Fig. 1: cell classes on the final placement
Drawn at 4 px/um.
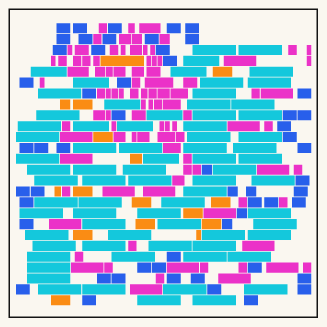
Fig. 2: signal wires by layer
Drawn at 4 px/um.
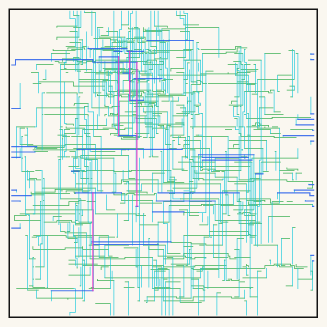
### src/rtl/syscall_queue.sv
// syscall_queue: Wishbone-slave syscall generator. Each bus write enqueues
// {num=address, info=data} into a small FIFO; the system controller drains
// entries from the show-ahead head with SYSCALL_pop. Bus reads return status.
module syscall_queue #(
  parameter int ADDR_W = 8,
  parameter int DATA_W = 8,
  parameter int DEPTH  = 4
) (
  input  logic                   clk,
  input  logic                   rst,
  input  logic                   SYSCALL_clr,
  input  logic                   SYSCALL_pop,
  output logic                   SYSCALL_trig,
  output logic [ADDR_W-1:0]      SYSCALL_num,
  output logic [DATA_W-1:0]      SYSCALL_info,
  output logic [$clog2(DEPTH):0] SYSCALL_cnt,
  output logic                   SYSCALL_ovf,
  input  logic [ADDR_W-1:0]      WB_ADRi,
  input  logic [DATA_W-1:0]      WB_DATi,
  output logic [DATA_W-1:0]      WB_DATo,
  input  logic                   WB_WEi,
  input  logic                   WB_CYCi,
  input  logic                   WB_STBi,
  output logic                   WB_ACKo
);

  localparam int PTR_W = $clog2(DEPTH);
  localparam int CNT_W = PTR_W + 1;
  localparam int ENT_W = ADDR_W + DATA_W;
  localparam logic [CNT_W-1:0] FULL_CNT = CNT_W'(DEPTH);

  logic [ENT_W-1:0] mem_q [DEPTH];
  logic [PTR_W-1:0] wr_ptr_q, wr_ptr_d;
  logic [PTR_W-1:0] rd_ptr_q, rd_ptr_d;
  logic [CNT_W-1:0] cnt_q, cnt_d;
  logic             ovf_q, ovf_d;
  logic             ack_q, ack_d;

  logic req, push_req, empty, full, do_push, do_pop;

  // A request is only accepted when ACK is low, so every transaction gets
  // exactly one ACK cycle and at most one push.
  assign req      = WB_CYCi & WB_STBi & ~ack_q;
  assign push_req = req & WB_WEi;
  assign empty    = (cnt_q == '0);
  assign full     = (cnt_q == FULL_CNT);
  // clr wins over both push and pop; a full queue still accepts a push when
  // a pop frees the head slot at the same edge.
  assign do_pop   = SYSCALL_pop & ~empty & ~SYSCALL_clr;
  assign do_push  = push_req & (~full | do_pop) & ~SYSCALL_clr;

  // Next-state for pointers, count, sticky overflow and bus acknowledge.
  always_comb begin
    ack_d    = req;
    wr_ptr_d = wr_ptr_q;
    rd_ptr_d = rd_ptr_q;
    cnt_d    = cnt_q;
    ovf_d    = ovf_q;
    if (SYSCALL_clr) begin
      wr_ptr_d = '0;
      rd_ptr_d = '0;
      cnt_d    = '0;
      ovf_d    = 1'b0;
    end else begin
      if (do_push) wr_ptr_d = wr_ptr_q + PTR_W'(1);
      if (do_pop)  rd_ptr_d = rd_ptr_q + PTR_W'(1);
      if (push_req & full & ~do_pop) ovf_d = 1'b1;
      if (do_push & ~do_pop)      cnt_d = cnt_q + CNT_W'(1);
      else if (do_pop & ~do_push) cnt_d = cnt_q - CNT_W'(1);
    end
  end

  // Control state register with asynchronous reset.
  always_ff @(posedge clk or posedge rst) begin
    if (rst) begin
      wr_ptr_q <= '0;
      rd_ptr_q <= '0;
      cnt_q    <= '0;
      ovf_q    <= 1'b0;
      ack_q    <= 1'b0;
    end else begin
      wr_ptr_q <= wr_ptr_d;
      rd_ptr_q <= rd_ptr_d;
      cnt_q    <= cnt_d;
      ovf_q    <= ovf_d;
      ack_q    <= ack_d;
    end
  end

  // Entry storage; contents are only meaningful while counted, so no reset.
  always_ff @(posedge clk) begin
    if (do_push) mem_q[wr_ptr_q] <= {WB_ADRi, WB_DATi};
  end

  // Show-ahead head, forced to zero while the queue is empty.
  always_comb begin
    SYSCALL_num  = '0;
    SYSCALL_info = '0;
    if (!empty) {SYSCALL_num, SYSCALL_info} = mem_q[rd_ptr_q];
  end

  // Status word driven only during the ACK cycle of a read.
  always_comb begin
    WB_DATo = '0;
    if (ack_q & ~WB_WEi) begin
      WB_DATo[DATA_W-1]  = ovf_q;
      WB_DATo[DATA_W-2]  = full;
      WB_DATo[DATA_W-3]  = empty;
      WB_DATo[CNT_W-1:0] = cnt_q;
    end
  end

  assign SYSCALL_trig = ~empty;
  assign SYSCALL_cnt  = cnt_q;
  assign SYSCALL_ovf  = ovf_q;
  assign WB_ACKo      = ack_q;

endmodule

### config.mk
export PLATFORM = sky130hd
export DESIGN_NAME = syscall_queue
export DESIGN_NICKNAME = d
export VERILOG_FILES = /design/src/rtl/syscall_queue.sv
export SDC_FILE = /design/constraint.sdc
export NUM_CORES = 1
export LEC_CHECK = 0
export CAP_MARGIN = 20
export CORE_MARGIN = 1
export CORE_UTILIZATION = 56
export CTS_CLUSTER_DIAMETER = 50
export DETAILED_ROUTE_END_ITERATION = 6
export PLACE_DENSITY_LB_ADDON = 0.3
export REMOVE_ABC_BUFFERS = 1
export SKIP_CTS_REPAIR_TIMING = 1
export SLEW_MARGIN = 15
export SYNTH_ARGS = -nofsm -noshare
export SYNTH_HDL_FRONTEND = slang
export SYNTH_SLANG_ARGS = --single-unit
### constraint.sdc
create_clock -name clk -period 3.89 [get_ports clk]
set_clock_uncertainty 0.15 [all_clocks]
set_input_delay 0.5835 -clock clk [delete_from_list [all_inputs] [get_ports clk]]
set_output_delay 0.5835 -clock clk [all_outputs]
set_load 0.01 [all_outputs]
==> qor.yml <==
floorplan:
  die_h_um: 76.6
  dieArea_sq_um: 5870
setup_path:
  crit_path_start_kind: "input pin"
  reg2reg_to: "SYSCALL_cnt[2]"
  r2r_cells: 7
  path_buffers: 1
  worst-path-stages: 8
pwr:
  power_leader: "registers"
  comb-power_uw: 297
  ir_drop_mv: 0.304
outcome:
  outcome: "finished clean"
global_route:
  grt_pass1_vias: 1895
cells_and_area:
  flops: 73
  clk_share_pct: 5.32
route:
  dr.first_iter.drc_count: 128
placed_design:
  io_buffers: 50
  gp_congestion: 0.838
clock_network:
  cts_max_path_buffers: 2
hold_path:
  hold_path_startpoint: "WB_ACKo"
timing:
  finalCriticalPeriod_ns: 3.27
run:
  tool_warnings: 28
Back to the opening pictures, Fig. 1:
- magenta: all other logic (cells 96)
- cyan: flip-flops (cells 73)
- blue: other buffers and delay cells (cells 55)
- orange: clock drivers and dummy loads (cells 16)
Finished Cell Area: 3880 sq um
Core Util, Final: 74.1%
flop share of the area: 55.4%
core area: 5240 sq um

Back to the opening pictures, Fig. 2:
- green: met1 (wire length 2,250 um)
- cyan: met2 (wire length 2,990 um)
- magenta: met4 (wire length 92.5 um)
- blue: met3 (wire length 316 um)
via count: 1,748
total wire length: 5650 um
Routed WL per cell: 18.2 um
Tot GR Track Use: 22.0%

[flip-flops by register name, summed over array words and instances, names as in the netlist]
register,count
SYSCALL_ovf,1
SYSCALL_cnt,3
mem_q,64
wr_ptr_q,2
rd_ptr_q,2
WB_ACKo,1
[cells by family after synthesis]
kind of cell,Yosys count
multiplexers,18
XOR/XNOR,5
buffers and inverters,18
AND-OR/OR-AND,9
flip-flops,73
adder cells (fa/ha/maj),5
other,1
AND/OR/NAND/NOR,52
[layer usage]
layer	track usage, %	wire length [um]	vias to the layer above
met5	0	0	-
met4	10.4	92	0
met3	5.63	315	8
met2	36.7	2990	69
met1	26.9	2250	885
li1	-	-	786
Power figures rest on the tool's default switching activity, not on a simulated workload.
